`config.mk`:
```
export PLATFORM = sky130hd
export DESIGN_NAME = trace_dump_unit
export DESIGN_NICKNAME = d
export VERILOG_FILES = /design/src/rtl/trace_dump_unit_pkg.sv /design/src/rtl/trace_ring_buffer.sv /design/src/rtl/trace_dump_unit.sv
export SDC_FILE = /design/constraint.sdc
export NUM_CORES = 1
export LEC_CHECK = 0
export CELL_PAD_IN_SITES_DETAIL_PLACEMENT = 1
export CELL_PAD_IN_SITES_GLOBAL_PLACEMENT = 1
export CORE_MARGIN = 5
export CORE_UTILIZATION = 40
export CTS_CLUSTER_DIAMETER = 150
export CTS_CLUSTER_SIZE = 40
export DETAILED_ROUTE_END_ITERATION = 7
export PLACE_DENSITY_LB_ADDON = 0.08
export SETUP_SLACK_MARGIN = 0.02
export SLEW_MARGIN = 20
export SYNTH_ARGS = -nofsm -noshare
export SYNTH_HDL_FRONTEND = slang
export SYNTH_SLANG_ARGS = --single-unit
```
`constraint.sdc`:
```
create_clock -name clk -period 9.06 [get_ports clk]
set_input_delay 1.359 -clock clk [delete_from_list [all_inputs] [get_ports clk]]
set_output_delay 1.359 -clock clk [all_outputs]
set_load 0.005 [all_outputs]
```
`src/rtl/trace_dump_unit_pkg.sv`:
```
// Shared constants, state encoding and byte helpers for the trace dump unit.
package trace_dump_unit_pkg;

  localparam logic [7:0] TRACE_HDR = 8'hA5;
  localparam logic [7:0] TRACE_TRL = 8'h5A;

  localparam int unsigned CYCLES_BYTES = 4;
  localparam int unsigned ENTRY_BYTES  = 4;

  typedef enum logic [2:0] {
    StCapture = 3'd0,
    StHeader  = 3'd1,
    StCycles  = 3'd2,
    StCount   = 3'd3,
    StData    = 3'd4,
    StTrailer = 3'd5,
    StDone    = 3'd6
  } trace_state_e;

  // Little-endian byte pick out of a 32-bit word.
  function automatic logic [7:0] byte_sel(input logic [31:0] word, input logic [1:0] idx);
    logic [7:0] b;
    unique case (idx)
      2'd0:    b = word[7:0];
      2'd1:    b = word[15:8];
      2'd2:    b = word[23:16];
      default: b = word[31:24];
    endcase
    return b;
  endfunction

endpackage

```
`src/rtl/trace_ring_buffer.sv`:
```
// Ring buffer holding the most recent DEPTH write-back values with a saturating fill count.
module trace_ring_buffer #(
  parameter int unsigned DEPTH = 16,
  localparam int unsigned AW = $clog2(DEPTH)
) (
  input  logic          clk_i,
  input  logic          rst_ni,
  input  logic          we_i,
  input  logic [31:0]   wdata_i,
  input  logic [AW-1:0] rd_offset_i,
  output logic [31:0]   rdata_o,
  output logic [AW:0]   fill_o
);

  localparam logic [AW:0] FullFill = (AW+1)'(DEPTH);

  logic [31:0]   mem_q [DEPTH];
  logic [AW-1:0] wr_ptr_q;
  logic [AW:0]   fill_q;
  logic [AW-1:0] oldest;

  always_ff @(posedge clk_i or negedge rst_ni) begin
    if (!rst_ni) begin
      wr_ptr_q <= '0;
      fill_q   <= '0;
    end else if (we_i) begin
      wr_ptr_q <= wr_ptr_q + AW'(1);
      if (fill_q != FullFill) begin
        fill_q <= fill_q + (AW+1)'(1);
      end
    end
  end

  // Storage is not reset; only entries below fill are ever read out.
  always_ff @(posedge clk_i) begin
    if (we_i) begin
      mem_q[wr_ptr_q] <= wdata_i;
    end
  end

  // When full, fill's low bits are zero so the oldest entry is the one at wr_ptr.
  assign oldest  = wr_ptr_q - fill_q[AW-1:0];
  assign rdata_o = mem_q[oldest + rd_offset_i];
  assign fill_o  = fill_q;

endmodule

```
`src/rtl/trace_dump_unit.sv`:
```
// Captures pipeline write-backs and cycle count, then streams a framed report on halt.
module trace_dump_unit
  import trace_dump_unit_pkg::*;
#(
  parameter int unsigned DEPTH     = 16,
  parameter int unsigned CNT_WIDTH = 32
) (
  input  logic                 clk,
  input  logic                 reset,
  input  logic [31:0]          i_result,
  input  logic                 i_reg_write,
  input  logic                 i_halt,
  input  logic                 i_tx_ready,
  output logic [7:0]           o_tx_data,
  output logic                 o_tx_valid,
  output logic                 o_busy,
  output logic                 o_done,
  output logic [CNT_WIDTH-1:0] o_cycle_count
);

  localparam int unsigned AW = $clog2(DEPTH);
  localparam logic [1:0] CyclesLast = 2'(CYCLES_BYTES - 1);
  localparam logic [1:0] EntryLast  = 2'(ENTRY_BYTES - 1);

  trace_state_e         state_q, state_d;
  logic [CNT_WIDTH-1:0] cycle_q, cycle_d;
  logic [1:0]           byte_idx_q, byte_idx_d;
  logic [AW:0]          entry_q, entry_d;

  logic [31:0] rd_data;
  logic [AW:0] fill;
  logic [7:0]  count_byte;
  logic        capture_we;
  logic        tx_valid;
  logic [7:0]  tx_data;

  assign capture_we = (state_q == StCapture) && i_reg_write;

  trace_ring_buffer #(
    .DEPTH(DEPTH)
  ) u_ring (
    .clk_i      (clk),
    .rst_ni     (reset),
    .we_i       (capture_we),
    .wdata_i    (i_result),
    .rd_offset_i(entry_q[AW-1:0]),
    .rdata_o    (rd_data),
    .fill_o     (fill)
  );

  always_comb begin
    count_byte         = '0;
    count_byte[AW:0]   = fill;
  end

  always_ff @(posedge clk or negedge reset) begin
    if (!reset) begin
      state_q    <= StCapture;
      cycle_q    <= '0;
      byte_idx_q <= '0;
      entry_q    <= '0;
    end else begin
      state_q    <= state_d;
      cycle_q    <= cycle_d;
      byte_idx_q <= byte_idx_d;
      entry_q    <= entry_d;
    end
  end

  // Output byte is a pure function of state registers, so it holds while the sink stalls.
  always_comb begin
    state_d    = state_q;
    cycle_d    = cycle_q;
    byte_idx_d = byte_idx_q;
    entry_d    = entry_q;
    tx_valid   = 1'b0;
    tx_data    = 8'h00;
    unique case (state_q)
      StCapture: begin
        byte_idx_d = '0;
        entry_d    = '0;
        if (i_halt) begin
          state_d = StHeader;
        end else if (cycle_q != '1) begin
          cycle_d = cycle_q + CNT_WIDTH'(1);
        end
      end
      StHeader: begin
        tx_valid = 1'b1;
        tx_data  = TRACE_HDR;
        if (i_tx_ready) state_d = StCycles;
      end
      StCycles: begin
        tx_valid = 1'b1;
        tx_data  = byte_sel(cycle_q[31:0], byte_idx_q);
        if (i_tx_ready) begin
          if (byte_idx_q == CyclesLast) begin
            byte_idx_d = '0;
            state_d    = StCount;
          end else begin
            byte_idx_d = byte_idx_q + 2'd1;
          end
        end
      end
      StCount: begin
        tx_valid = 1'b1;
        tx_data  = count_byte;
        if (i_tx_ready) begin
          byte_idx_d = '0;
          entry_d    = '0;
          state_d    = (fill == '0) ? StTrailer : StData;
        end
      end
      StData: begin
        tx_valid = 1'b1;
        tx_data  = byte_sel(rd_data, byte_idx_q);
        if (i_tx_ready) begin
          if (byte_idx_q == EntryLast) begin
            byte_idx_d = '0;
            if (entry_q == fill - (AW+1)'(1)) begin
              state_d = StTrailer;
            end else begin
              entry_d = entry_q + (AW+1)'(1);
            end
          end else begin
            byte_idx_d = byte_idx_q + 2'd1;
          end
        end
      end
      StTrailer: begin
        tx_valid = 1'b1;
        tx_data  = TRACE_TRL;
        if (i_tx_ready) state_d = StDone;
      end
      StDone: begin
      end
      default: state_d = StCapture;
    endcase
  end

  assign o_tx_valid    = tx_valid;
  assign o_tx_data     = tx_data;
  assign o_busy        = tx_valid;
  assign o_done        = (state_q == StDone);
  assign o_cycle_count = cycle_q;

endmodule

```
### Cells by drive strength

Bar = 50 um.
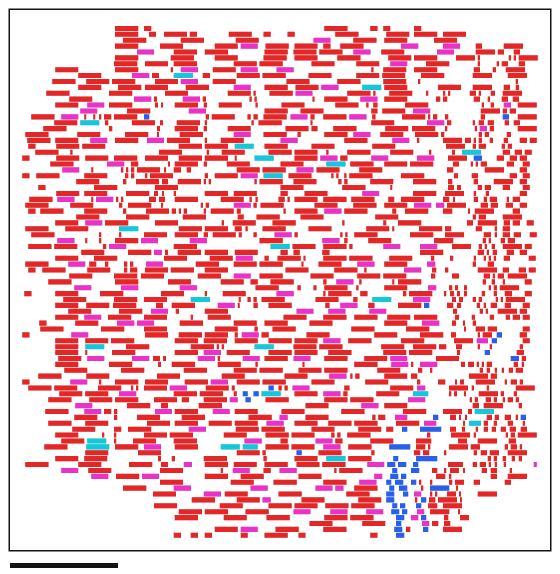
drive 6 and up: in cyan, cells 23. drive 2: in magenta, cells 144. drive 1 or less: in red, cells 1127. drive 3 to 4: in blue, cells 48.

### Sequential cells coloured by netlist name

Bar = 50 um.
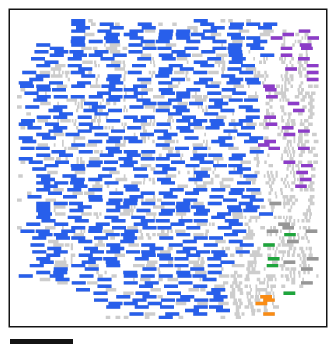
u_ring.wr_ptr_q: in orange, sequential cells 4, where bottom right. o_cycle_count: in purple, sequential cells 32. u_ring.mem_q: in blue, sequential cells 512. u_ring.fill_o: in green, sequential cells 5, where bottom right.

### Clock routing

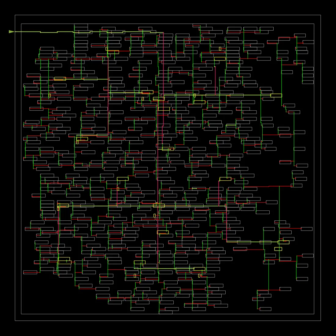
TritonCTS Buffers: 18
worst setup skew after layout: 0.02699 ns
clk pwr: 1.18 mW
CLK BUF: 30
flip-flops: 563

### Clock distribution

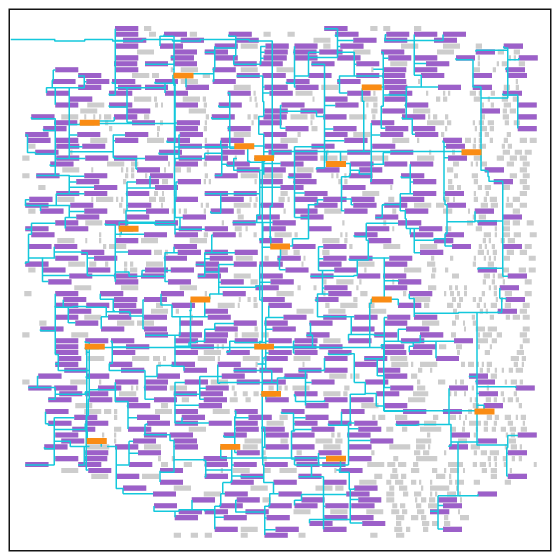
cells driving clock nets: in orange, count 18. clock wires: in cyan, length 5970 um. flip-flops: in purple, count 563.
There are 19 routed clock nets.

==> GITHUB_STEP_SUMMARY <==
## Synthesis and layout report

| Metric | Value |
|---|---|
| Status | `finished clean` |
| TNS Setup | `0 ns` |
| Post-Synthesis Cell Area | `between 20000 and 25000 um^2` |
| First-pass detailed-route iteration total | `5` |
| First-pass GRT wire length | `a little under 90 mm` |
| Final HPWL DP | `33.09 mm` |
| Power Density | `395.9 nW/um^2` |
| Placed cell count | `2066` |
| Largest net degree at the start of global routing | `about 73` |
| WL/cell | `roughly 29 um` |
| FF+latch area | `16650 um^2` |
| Tmin final | `between 7 and 8 ns` |
| Yosys aoi share | `3.503%` |
| Die area | `62110 um^2` |
| Fill count | `~5300` |
| Setup-failing EPs final | `0` |
| Post-CTS repair timing setup buffer count | `0` |
| Critical-path maximum fanout | `around 70` |
| CP peak stage delay | `about 1.3 ns` |
| Core Area | `~56000 um^2` |
| MUX area fraction | `13.56%` |
| Post-route clock period utilization | `between 80% and 90%` |
| OpenROAD warning count | `33` |
| Pre-CTS setup slack | `around 2.2 ns` |
| Initial detailed-routing violation count | `around 1000` |
| Layout cell share with drive strength beyond 1 | `roughly 16%` |
| Peak supply drop | `0.4785 mV` |
| Hold path startpoint | `o_cycle_count[20]$_DFFE_PN0P_` |
| Cell accounting for the most synthesized area | `edfxtp_1` |
| Reg-to-reg setup timing slack | `around 5.8 ns` |
| Crit path max-delay family | `adder cells` |
| Ys flops | `about 560` |
| Top FF cell, synth | `edfxtp_1` |
| WL met2 | `29.52 mm` |
| R2r worst-path depth | `6` |
| Initial antenna violation count | `2` |
| Area grow syn2layout | `10.53%` |
| Netlist cell types | `57` |
| Critical path class | `flip-flop to output pin` |
| Cell area leaders | `edfxtp_1, mux4_2, dfrtp_1` |
| Routed vias/inst | `5.605` |
| Logic family by area | `multiplexers` |
| Hold Violations, Final | `0` |
| Reg-to-Reg Start | `state_q[1]$_DFFE_PN0P_` |
| GR Overflow Total | `0` |
| Core Util, Final | `~45%` |
| Max layer used | `met4` |
| Clock transition at path regs | `roughly 0.15 ns` |
| WHS Endpoint | `o_cycle_count[20]$_DFFE_PN0P_` |
| WP data arrival | `around 6.0 ns` |
| Final Hold Slack | `around 0.55 ns` |
| Most instantiated library cell after synthesis | `edfxtp_1` |
| Clk sink count | `between 500 and 600` |
| Biggest register | `u_ring.mem_q` |
| Layout Cell Area excl Fill | `roughly 25000 um^2` |
| Clock Tree Buf Depth | `3` |
| Clock root buffer | `clkbuf_16` |
| Worst Hold Class | `flip-flop to flip-flop` |
| Crit path DRT | `approximately 7.7 ns` |
| Setup crit end | `o_tx_data[0]` |
| RSZ-0062 raised after global routing | `no` |
| DR vias | `11770` |
| Top cells by count | `edfxtp_1, mux4_2, nand2_1, dfrtp_1, o21ai_0` |
| Met3 WL | `between 2 and 2.5 mm` |
| Worst Setup End Kind | `output pin` |
| Logic cell area | `roughly 6000 um^2` |
| Port Buf Inserts | `79` |
| Area after DPL | `24740 um^2` |
| Metal1 wirelength | `roughly 28 mm` |
| Actual slew at the worst max-slew pin | `approximately 1.1 ns` |
| Pwr Total | `between 10 and 15 mW` |
| Die height | `249.2 um` |
| Mapped Nets | `1320` |
| Die width | `between 200 and 250 um` |
| Top-Level Pins | `around 80` |
| Yosys simple share | `under 10%` |
| XOR Share, Synth | `about 2%` |
| Worst path depth | `12` |
| Achievable Freq | `roughly 140 MHz` |
| Crit-path cells | `inv_1, fa_1, inv_1, fa_4, buf_12, mux4_2, nor2b_1, a211oi_1, a31oi_1, a2111oi_0, o22ai_1, clkdlybuf4s50_1` |
| Most frequent logic cell in the layout | `edfxtp_1` |
| Pre-Place Util | `around two fifths` |
| Critical Path Source Type | `flip-flop` |
| Slew Limit Fails | `0` |
| Slew headroom | `29.49%` |
| Placer congestion estimate | `0.7842` |
| Gr usage total | `approximately a fifth` |
| Slowest-stage cell, CP | `fa_4` |
| Vias in the first global route | `12540` |
| Mean Syn Cell Area | `between 15 and 20 um^2` |
| # nets final | `approximately 1400` |
| Hold-fix buffers, CTS | `0` |
| Chip Area, Yosys | `around 23000 um^2` |
| Async set or reset register ratio after synthesis | `9.059%` |
| Worst setup startpoint | `entry_q[1]$_DFFE_PN0P_` |
| Hold-critical path depth | `1` |
| Synth Instances | `1264` |
-- layer usage --
layer | global-route usage (%) | up-vias
met2 | 32.02 | 212
met1 | 27.47 | 6400
met3 | 2.245 | 43
met4 | 3.214 | 0
li1 | - | 5115
met5 | 0 | -
-- layout make-up --
class	instances	share of cell area, %
Antenna cell	2	0.01978
Clock buffer	30	2.042
Clock inverter	2	0.1830
Inverter	22	0.3264
Multi-Input combinational cell	615	23.76
Sequential cell	563	65.81
Tap cell	756	3.738
Timing Repair Buffer	110	4.124
-- power by group --
part,internal [mW],switching (mW)
clock network,0.413,0.764
registers,2.94,0.107
logic,2.47,3.32
-- kinds of logic after synthesis --
kind of cell / Yosys count
xor+xnor: 53
mux: 155
fa+ha+maj: 19
simple gates: 256
flops: 563
buf+inv: 86
compound gates: 132
No activity file was given, so power comes from the tool's default toggle rates.
